===== src/rtl/avalon_mm_sdram_arb.sv =====
// ============================================================================
// Module   : avalon_mm_sdram_arb
// Purpose  : Round-robin, burst-aware two-port Avalon-MM arbiter in front of
//            an SDRAM controller, with read-tag FIFO for read data routing.
// Revision : 1.0
// ============================================================================
`default_nettype none

module avalon_mm_sdram_arb #(
    parameter int ADDR_WIDTH        = 32,
    parameter int DATA_WIDTH        = 64,
    parameter int BURST_COUNT_WIDTH = 8,
    parameter int BYTE_ENABLE_WIDTH = DATA_WIDTH / 8,
    parameter int RD_TAG_DEPTH      = 8
) (
    input  logic                         clk,
    input  logic                         rst_n,
    input  logic [ADDR_WIDTH-1:0]        m0_address,
    input  logic [BURST_COUNT_WIDTH-1:0] m0_burst_count,
    input  logic [DATA_WIDTH-1:0]        m0_write_data,
    input  logic [BYTE_ENABLE_WIDTH-1:0] m0_byte_enable,
    input  logic                         m0_write,
    input  logic                         m0_read,
    output logic                         m0_wait_request,
    output logic [DATA_WIDTH-1:0]        m0_read_data,
    output logic                         m0_readdata_val,
    input  logic [ADDR_WIDTH-1:0]        m1_address,
    input  logic [BURST_COUNT_WIDTH-1:0] m1_burst_count,
    input  logic [DATA_WIDTH-1:0]        m1_write_data,
    input  logic [BYTE_ENABLE_WIDTH-1:0] m1_byte_enable,
    input  logic                         m1_write,
    input  logic                         m1_read,
    output logic                         m1_wait_request,
    output logic [DATA_WIDTH-1:0]        m1_read_data,
    output logic                         m1_readdata_val,
    output logic [ADDR_WIDTH-1:0]        s_address,
    output logic [BURST_COUNT_WIDTH-1:0] s_burst_count,
    output logic [DATA_WIDTH-1:0]        s_write_data,
    output logic [BYTE_ENABLE_WIDTH-1:0] s_byte_enable,
    output logic                         s_write,
    output logic                         s_read,
    input  logic                         s_wait_request,
    input  logic [DATA_WIDTH-1:0]        s_read_data,
    input  logic                         s_readdata_val
);

    localparam int                 c_ptr_w = $clog2(RD_TAG_DEPTH);
    localparam logic [c_ptr_w:0]   c_depth = (c_ptr_w + 1)'(RD_TAG_DEPTH);
    localparam int                 c_bcw   = BURST_COUNT_WIDTH;

    typedef enum logic [0:0] {
        ST_IDLE     = 1'b0,
        ST_WR_BURST = 1'b1
    } state_t;

    state_t             r_state_q,      w_state_d;
    logic               r_last_grant_q, w_last_grant_d;
    logic               r_owner_q,      w_owner_d;
    logic [c_bcw-1:0]   r_remaining_q,  w_remaining_d;
    logic [c_bcw-1:0]   r_beat_cnt_q,   w_beat_cnt_d;
    logic [c_ptr_w-1:0] r_wr_ptr_q,     w_wr_ptr_d;
    logic [c_ptr_w-1:0] r_rd_ptr_q,     w_rd_ptr_d;
    logic [c_ptr_w:0]   r_count_q,      w_count_d;

    logic               r_tag_port_q [RD_TAG_DEPTH];
    logic [c_bcw-1:0]   r_tag_len_q  [RD_TAG_DEPTH];

    logic                  w_fifo_full, w_fifo_empty;
    logic                  w_elig0, w_elig1;
    logic                  w_gnt_vld, w_gnt_port;
    logic [ADDR_WIDTH-1:0] w_sel_addr;
    logic [c_bcw-1:0]      w_sel_bc;
    logic                  w_sel_write, w_sel_read;
    logic                  w_accept, w_push, w_pop, w_rd_beat;
    logic                  w_head_port;
    logic [c_bcw-1:0]      w_head_len, w_beat_next;

    assign w_fifo_full  = (r_count_q == c_depth);
    assign w_fifo_empty = (r_count_q == '0);

    // Reads are held off whenever the tag FIFO is full, even if it pops this cycle.
    assign w_elig0 = m0_write | (m0_read & ~w_fifo_full);
    assign w_elig1 = m1_write | (m1_read & ~w_fifo_full);

    always_comb begin
        w_gnt_vld  = 1'b0;
        w_gnt_port = 1'b0;
        if (rst_n) begin
            if (r_state_q == ST_WR_BURST) begin
                w_gnt_vld  = 1'b1;
                w_gnt_port = r_owner_q;
            end else if (w_elig0 && w_elig1) begin
                w_gnt_vld  = 1'b1;
                w_gnt_port = ~r_last_grant_q;
            end else if (w_elig0 || w_elig1) begin
                w_gnt_vld  = 1'b1;
                w_gnt_port = w_elig1;
            end
        end
    end

    assign w_sel_addr  = w_gnt_port ? m1_address     : m0_address;
    assign w_sel_bc    = w_gnt_port ? m1_burst_count : m0_burst_count;
    assign w_sel_write = w_gnt_port ? m1_write       : m0_write;
    assign w_sel_read  = w_gnt_port ? m1_read        : m0_read;

    assign s_address     = w_sel_addr;
    assign s_burst_count = w_sel_bc;
    assign s_write_data  = w_gnt_port ? m1_write_data  : m0_write_data;
    assign s_byte_enable = w_gnt_port ? m1_byte_enable : m0_byte_enable;
    assign s_write       = w_gnt_vld & w_sel_write;
    assign s_read        = w_gnt_vld & w_sel_read & ~w_sel_write
                         & (r_state_q == ST_IDLE) & ~w_fifo_full;

    assign m0_wait_request = ~(w_gnt_vld & ~w_gnt_port) | s_wait_request;
    assign m1_wait_request = ~(w_gnt_vld &  w_gnt_port) | s_wait_request;

    assign w_accept = (s_read | s_write) & ~s_wait_request;
    assign w_push   = w_accept & s_read;

    assign w_head_port = r_tag_port_q[r_rd_ptr_q];
    assign w_head_len  = r_tag_len_q[r_rd_ptr_q];
    assign w_beat_next = r_beat_cnt_q + c_bcw'(1);
    // Returns with no outstanding tag are dropped.
    assign w_rd_beat   = rst_n & s_readdata_val & ~w_fifo_empty;
    assign w_pop       = w_rd_beat & (w_beat_next == w_head_len);

    assign m0_read_data    = s_read_data;
    assign m1_read_data    = s_read_data;
    assign m0_readdata_val = w_rd_beat & ~w_head_port;
    assign m1_readdata_val = w_rd_beat &  w_head_port;

    always_comb begin
        w_state_d      = r_state_q;
        w_last_grant_d = r_last_grant_q;
        w_owner_d      = r_owner_q;
        w_remaining_d  = r_remaining_q;
        w_beat_cnt_d   = r_beat_cnt_q;
        w_wr_ptr_d     = r_wr_ptr_q;
        w_rd_ptr_d     = r_rd_ptr_q;
        w_count_d      = r_count_q;

        if (w_accept) begin
            w_last_grant_d = w_gnt_port;
        end

        case (r_state_q)
            ST_IDLE: begin
                if (w_accept && s_write && (w_sel_bc > c_bcw'(1))) begin
                    w_state_d     = ST_WR_BURST;
                    w_owner_d     = w_gnt_port;
                    w_remaining_d = w_sel_bc - c_bcw'(1);
                end
            end
            ST_WR_BURST: begin
                if (w_accept && s_write) begin
                    w_remaining_d = r_remaining_q - c_bcw'(1);
                    if (r_remaining_q == c_bcw'(1)) begin
                        w_state_d = ST_IDLE;
                    end
                end
            end
            default: w_state_d = ST_IDLE;
        endcase

        if (w_rd_beat) begin
            w_beat_cnt_d = w_pop ? '0 : w_beat_next;
        end
        if (w_push) begin
            w_wr_ptr_d = r_wr_ptr_q + c_ptr_w'(1);
        end
        if (w_pop) begin
            w_rd_ptr_d = r_rd_ptr_q + c_ptr_w'(1);
        end
        case ({w_push, w_pop})
            2'b10:   w_count_d = r_count_q + (c_ptr_w + 1)'(1);
            2'b01:   w_count_d = r_count_q - (c_ptr_w + 1)'(1);
            default: w_count_d = r_count_q;
        endcase
    end

    always_ff @(posedge clk) begin
        if (!rst_n) begin
            r_state_q      <= ST_IDLE;
            r_last_grant_q <= 1'b1;
            r_owner_q      <= 1'b0;
            r_remaining_q  <= '0;
            r_beat_cnt_q   <= '0;
            r_wr_ptr_q     <= '0;
            r_rd_ptr_q     <= '0;
            r_count_q      <= '0;
        end else begin
            r_state_q      <= w_state_d;
            r_last_grant_q <= w_last_grant_d;
            r_owner_q      <= w_owner_d;
            r_remaining_q  <= w_remaining_d;
            r_beat_cnt_q   <= w_beat_cnt_d;
            r_wr_ptr_q     <= w_wr_ptr_d;
            r_rd_ptr_q     <= w_rd_ptr_d;
            r_count_q      <= w_count_d;
        end
    end

    always_ff @(posedge clk) begin
        if (w_push) begin
            r_tag_port_q[r_wr_ptr_q] <= w_gnt_port;
            r_tag_len_q[r_wr_ptr_q]  <= w_sel_bc;
        end
    end

`ifndef SYNTHESIS
    localparam int c_cmd_w = ADDR_WIDTH + c_bcw + 2;

    logic               r_chk_stall0_q, r_chk_stall1_q;
    logic [c_cmd_w-1:0] r_chk_cmd0_q,   r_chk_cmd1_q;
    logic [c_cmd_w-1:0] w_chk_cmd0,     w_chk_cmd1;

    assign w_chk_cmd0 = {m0_read, m0_write, m0_address, m0_burst_count};
    assign w_chk_cmd1 = {m1_read, m1_write, m1_address, m1_burst_count};

    always_ff @(posedge clk) begin
        if (!rst_n) begin
            r_chk_stall0_q <= 1'b0;
            r_chk_stall1_q <= 1'b0;
        end else begin
            r_chk_stall0_q <= m0_wait_request & (m0_read | m0_write);
            r_chk_stall1_q <= m1_wait_request & (m1_read | m1_write);
        end
        r_chk_cmd0_q <= w_chk_cmd0;
        r_chk_cmd1_q <= w_chk_cmd1;
    end

    always_ff @(posedge clk) begin
        if (rst_n) begin
            assert (!(w_accept && (s_burst_count == '0)));
            assert (!(r_chk_stall0_q && (w_chk_cmd0 != r_chk_cmd0_q)));
            assert (!(r_chk_stall1_q && (w_chk_cmd1 != r_chk_cmd1_q)));
            assert (!(s_readdata_val && w_fifo_empty));
        end
    end
`endif

endmodule

`default_nettype wire


===== config.mk =====
export PLATFORM = sky130hd
export DESIGN_NAME = avalon_mm_sdram_arb
export DESIGN_NICKNAME = d
export VERILOG_FILES = /design/src/rtl/avalon_mm_sdram_arb.sv
export SDC_FILE = /design/constraint.sdc
export NUM_CORES = 1
export LEC_CHECK = 0
export CAP_MARGIN = 20
export CORE_AREA = 2 2 209 211
export DETAILED_ROUTE_END_ITERATION = 8
export DIE_AREA = 0 0 211 213
export PLACE_DENSITY = 0.51
export SLEW_MARGIN = 20
export SYNTH_ARGS = -nofsm -noshare
export SYNTH_HDL_FRONTEND = slang
export SYNTH_SLANG_ARGS = --single-unit
export TNS_END_PERCENT = 5

===== constraint.sdc =====
create_clock -name clk -period 5.9 [get_ports clk]
set_input_delay 1.475 -clock clk [delete_from_list [all_inputs] [get_ports clk]]
set_output_delay 1.475 -clock clk [all_outputs]
set_load 0.02 [all_outputs]

**Run 1: met1 routing**

(3 px per micron) Supply wires on this layer in gray. Cells faint in the background.
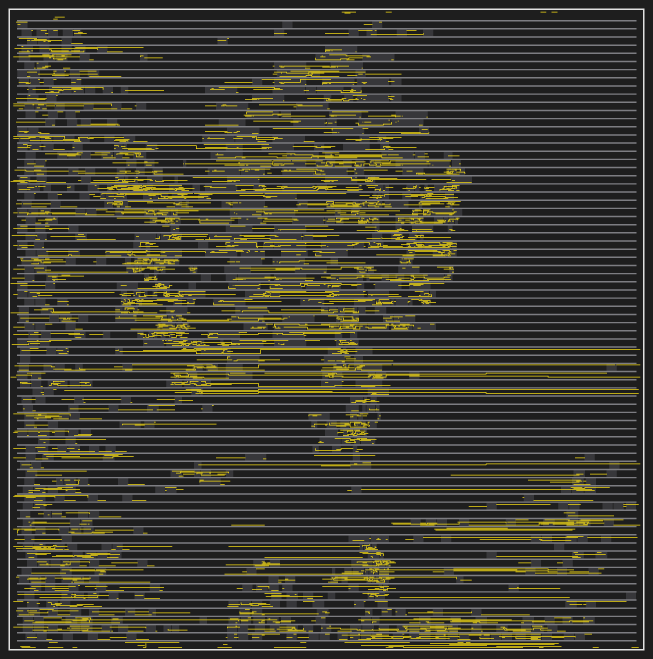
main direction	horizontal
wire length on this layer	11900 microns
share of all routed wire	34%

**Run 1: placement view**

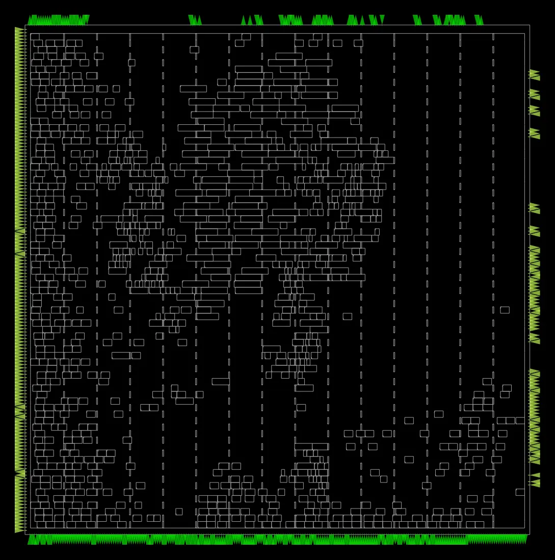
Flops: 104
final core occ: 25.6%
Seq area share: 25.6%

**Run 1: wires at chosen ports, followed through buffers**

(2 px per micron)
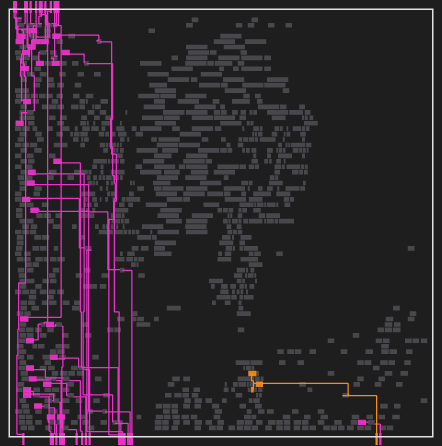
color	port	bits	direction	edge	end cells	buffers	wire
magenta	s_address	32	output	19 bottom, 13 top	32	32	2570 microns
orange	m1_read	1	input	bottom	3	1	99.7 microns

==> results.json, run 1 <==
{
  "io_buffers": 349,
  "finalWorstSetupSlack_ps": 446,
  "edf_count": 72,
  "max_freq_ghz": 0.183,
  "tns_ps": 0,
  "core_area_sq_um": 42700,
  "cp_max_fo": 49,
  "core.rowCount": 76,
  "syn_area_sq_um": 7500,
  "final_area_sq_um": 10900,
  "ys.warnings.count": 0,
  "comb_cells": 412,
  "placed_cell_area_sq_um": 10600,
  "yosys.area_share.xor_xnor_pct": 2.87,
  "simple_gate_share_pct": 10.9,
  "antenna_found_initial": 3,
  "syn-num-nets": 992,
  "grt_use_total_pct": 15.0,
  "synth.distinct_cells": 67,
  "inv_count": 11,
  "bufAreaShareNonClock_pct": 32.8,
  "grt_use_met3_pct": 4.04,
  "critPathMaxStageDelay_ps": 630,
  "finalMaxSlewViolations": 0,
  "seq_area_sq_um": 2800,
  "crit_top_cell": "clkdlybuf4s50_1",
  "final_antenna_net_count": 0,
  "drive_above_1_share_pct": 21.4,
  "hold_viol": 0,
  "crit_path_start_kind": "input pin",
  "post_drt_wl_per_cell_microns": 23.8,
  "timing.hold.ws_ps": 454,
  "via_count": 6045,
  "worstHoldStart": "r_last_grant_q",
  "synthCells": 686,
  "finalCriticalPeriod_ps": 5450,
  "async_reset_ff_share_pct": 0,
  "synth.area.mux_share_pct": 24.3,
  "critPathSlowestCell": "clkdlybuf4s50_1",
  "fp_util_pct": 17.6,
  "grt_max_degree": 56,
  "crit_path_end_kind": "output port",
  "drt-pass1-iter-count": 6,
  "clock-sinks": 104,
  "die_x_microns": 211,
  "yosys_cells": 686,
  "aoi_share_pct": 7.04,
  "setup_viol": 0,
  "vias_per_cell": 4.15,
  "adder_share_pct": 1.67,
  "clkCellAreaFrac_pct": 2.87,
  "busiest_layer": "met2",
  "critPathArrivalTime_ps": 3980,
  "cts_buffers": 9,
  "numSynthFlops": 104,
  "cts_resized": 0,
  "endpoint": "s_address[5]",
  "post_cts_buffers": 0,
  "cp_num_cells": 6,
  "flop_cell": "edfxtp_1",
  "dp_hpwl_microns": 29800,
  "status": "finished clean",
  "slew_headroom_pct": 37.4,
  "ir_drop_mv": 0.150,
  "drt_wl_total_microns": 34600,
  "clkbuf_count": 9,
  "worstRegToRegCells": 13,
  "dp_cells": 1440,
  "hold_path_depth": 1,
  "die_y_microns": 213,
  "synth_top_area_share_pct": 28.8,
  "largest_area_cell": "edfxtp_1",
  "use_met1_pct": 14.3,
  "rsz0062_at_grt": "false",
  "power_mw": 2.11,
  "cts_root_buffer": "clkbuf_16",
  "maxCapViolations": 0,
  "whs_endpoint": "r_last_grant_q",
  "reg2reg_to": "r_count_q[2]"
}
==> run 1: cell usage in the layout, fill, tap and decap left out, types with 11 or more instances in the layout <==
cell type / synthesis / layout
a21oi_1: 11 / 11
o21ai_0: 21 / 21
xnor2_1: 12 / 12
dfxtp_1: 32 / 31
clkdlybuf4s50_1: 0 / 325
nor3_1: 15 / 15
buf_4: 132 / 40
nand2_1: 31 / 31
nor2_1: 25 / 25
edfxtp_1: 72 / 72
mux2_2: 112 / 112
nor2b_1: 11 / 11
mux2i_1: 35 / 35
==> run 1: worst reg2reg max path: stages (launching register included) <==
cell and delay (ps):
dfxtp_1 790, mux4_2 600, mux2_2 310, xnor3_1 230, nand3_1 70, or3b_2 480
nor4bb_1 600, ha_1 390, xor2_1 180, ha_1 160, a21oi_1 50, xor2_1 160
or3_1 300, a21boi_0 150
==> run 1: kinds of logic after synthesis <==
group / count (synthesis)
adder cells (fa/ha/maj): 10
AND-OR/OR-AND: 75
AND/OR/NAND/NOR: 147
multiplexers: 157
XOR/XNOR: 23
buffers and inverters: 170
flip-flops: 104
==> run 1: registers in the layout (all words and copies together) (netlist names), named ones only <==
signal / cells
r_wr_ptr_q: 3
r_tag_len_q: 64
r_owner_q: 1
r_rd_ptr_q: 3
r_tag_port_q: 8
r_last_grant_q: 1
r_state_q: 1
r_beat_cnt_q: 8
r_count_q: 4
r_remaining_q: 8
==> run 1: where the power goes <==
part / total [mW] / internal, mW / switching [mW] / leakage (nW)
sequential: 0.799 / 0.792 / 0.00690 / 0.909
clock: 0.629 / 0.309 / 0.321 / 0.153
combinational: 0.679 / 0.361 / 0.319 / 2.63
==> run 1: layer usage <==
metal | share of wire [%] | up-vias
met5 | 0 | -
met2 | 53 | 323
met1 | 34 | 2856
met4 | 5.5 | 0
met3 | 6.8 | 57
li1 | - | 2809
**Run 1: placement density heat map**

(2 px per micron) 21 x 21 tiles, from dark blue (low) to red (high), 0 to 100% covered.
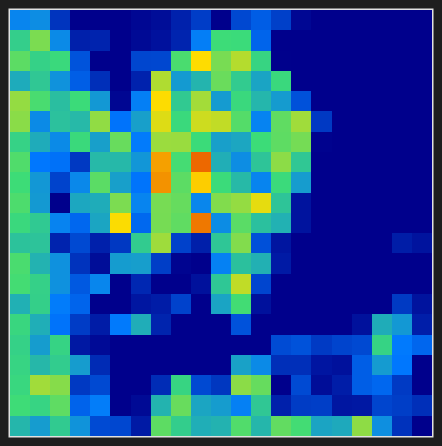

--- run 2 (diff from run 1) ---
- REMOVE_ABC_BUFFERS: default -> 1
**Run 2: placement density heat map**

(2 px per micron) 21 x 21 tiles, from dark blue (low) to red (high), 0 to 100% covered.
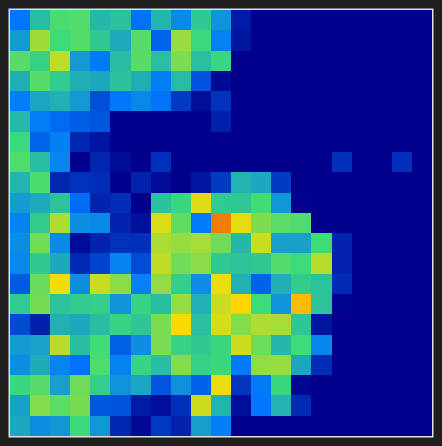
fullest tile	86%
mean over tiles	23%
tiles over 75% full	0.90%
nearly empty tiles	39%
emptiest ninth of the die	upper right

**Run 2: met1 routing**

(3 px per micron) Supply wires on this layer in gray. Cells faint in the background.
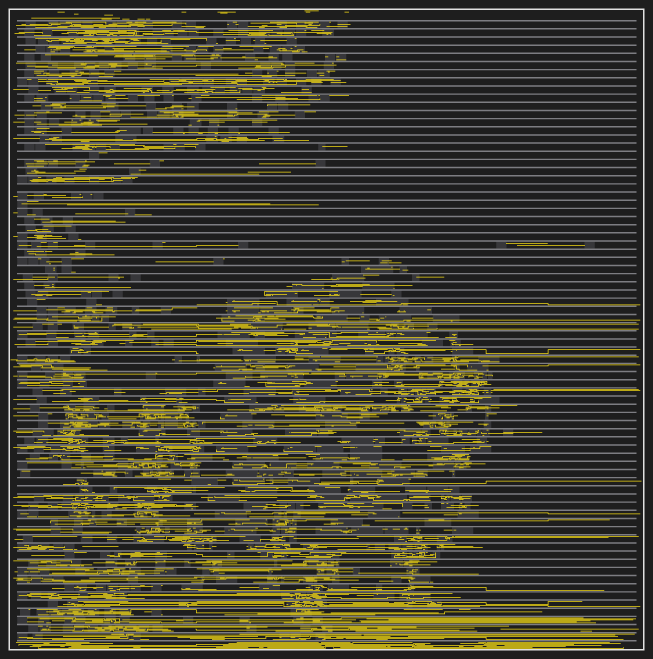
main direction	horizontal
wire length on this layer	19000 microns
nets with wire on the layer	1077
share of all routed wire	43%
longest straight run	133 microns
vias post-DR: 6400
final WL: 44100 microns
met1 Use GR: 23.8%

==> run 2 against run 1 <==
Effect of this change: hold slack gained 13 ps; synthesized cell count is the same; synthesized area is the same; clock power grew 2%; first-iteration DRC count grew 130%; largest cell class unchanged; largest power group unchanged; highest routed layer is now met5.
==> results.json, run 2 <==
{
  "numSynthFlops": 104,
  "antenna_found_initial": 10,
  "synth_top_area_share_pct": 28.8,
  "rsz0062_at_grt": "false",
  "top_cell": "buf_4",
  "ir_drop_mv": 0.136,
  "worstHoldStart": "r_last_grant_q",
  "status": "finished clean",
  "syn_area_sq_um": 7500,
  "cts_root_buffer": "clkbuf_16",
  "synth.distinct_cells": 67,
  "maxCapViolations": 0,
  "flop_cell": "edfxtp_1",
  "critPathSlowestCell": "clkdlybuf4s50_1",
  "htree_levels": 3,
  "async_reset_ff_share_pct": 0,
  "vias_per_cell": 4.39,
  "core_area_sq_um": 42700,
  "final_common_cell": "clkdlybuf4s50_1",
  "fp_util_pct": 17.6,
  "die_y_microns": 213,
  "yosys_cells": 686,
  "finalCriticalPeriod_ps": 5390,
  "crit_path_end_kind": "output port",
  "largest_area_cell": "edfxtp_1",
  "cts_resized": 0,
  "tns_ps": 0,
  "dp_hpwl_microns": 37800,
  "synthCells": 686,
  "clock_latency_ps": 350,
  "slew_headroom_pct": 40.1,
  "die_x_microns": 211,
  "syn_to_final_growth_pct": 45.9,
  "critPathMaxStageDelay_ps": 570,
  "max_freq_ghz": 0.185,
  "power_mw": 2.14,
  "post_drt_wl_per_cell_microns": 30.3,
  "layout_top_cells": "clkdlybuf4s50_1 (322), mux2_2 (112), edfxtp_1 (72)",
  "edf_count": 72,
  "grt_use_total_pct": 19.0,
  "hold_viol": 0,
  "largest_reg_flops": 64,
  "finalMaxSlewViolations": 0,
  "worstRegToRegCells": 13,
  "ys.warnings.count": 0,
  "final_antenna_net_count": 0,
  "regMostFlops": "r_tag_len_q",
  "cp_max_fo": 36,
  "critPathArrivalTime_ps": 3920,
  "setup_viol": 0,
  "core.rowCount": 76,
  "crit_top_cell": "clkdlybuf4s50_1",
  "cts_buffers": 9,
  "drtIter0Drc": 553,
  "grt_max_degree": 38,
  "cp_num_cells": 6,
  "drive_above_1_share_pct": 21.5,
  "drt-pass1-iter-count": 5,
  "clock-sinks": 104,
  "post_cts_buffers": 0
}
-- run 2: power breakdown --
group	switching, mW	internal [mW]	total (mW)	leakage [nW]
sequential	0.00699	0.792	0.799	0.909
combinational	0.336	0.362	0.698	2.64
clock	0.266	0.374	0.640	0.147
-- run 2: cell type report --
type,count,area (sq um),area share (%)
multi-input cells,412,3510,32.1
repair buffers,368,3590,32.8
flip-flops and latches,104,2800,25.6
clock buffers,12,236,2.16
inverters,11,41.3,0.377
clock inverters,4,76.3,0.697
well taps,546,683,6.24
diodes,1,2.50,0.0229
-- run 2: final timing paths --
kind	end	slack, ps
setup / recovery	s_write_data[2]	510
hold / removal	r_last_grant_q	470
setup reg to reg	r_count_q[2]	1440
hold reg to reg	r_last_grant_q	470
-- run 2: logic make-up after synthesis --
kind of cell    share of synthesized area (%)
xor+xnor                                 2.87
simple gates                             10.9
fa+ha+maj                                1.67
buf+inv                                  15.9
flops                                    37.4
mux                                      24.3
compound gates                           7.04
-- run 2: stage by stage --
step / util (%) / cells / cell area (sq um) / hold slack, ps / setup WS (ps)
final: 25.6 / 1458 / 10900 / 467 / 508
after global routing: 25.6 / 1458 / 10900 / 493 / 345
after CTS: 25.6 / 1457 / 10900 / 469 / 512
after detailed placement: 24.9 / 1441 / 10600 / 451 / 463
after global placement: 24.9 / 1441 / 10600 / 453 / 531
after floorplan: - / 527 / 6350 / 426 / 947
-- run 2: layer usage --
| metal | GRT usage (%) | vias to the layer above | wire (microns) |
|---|---|---|---|
| met3 | 14.2 | 51 | 6850 |
| li1 | - | 2807 | - |
| met2 | 25.8 | 414 | 17500 |
| met1 | 23.8 | 3108 | 19000 |
| met5 | 6.23 | - | 394 |
| met4 | 1.97 | 20 | 374 |
Power figures rest on the tool's default switching activity, not on a simulated workload.
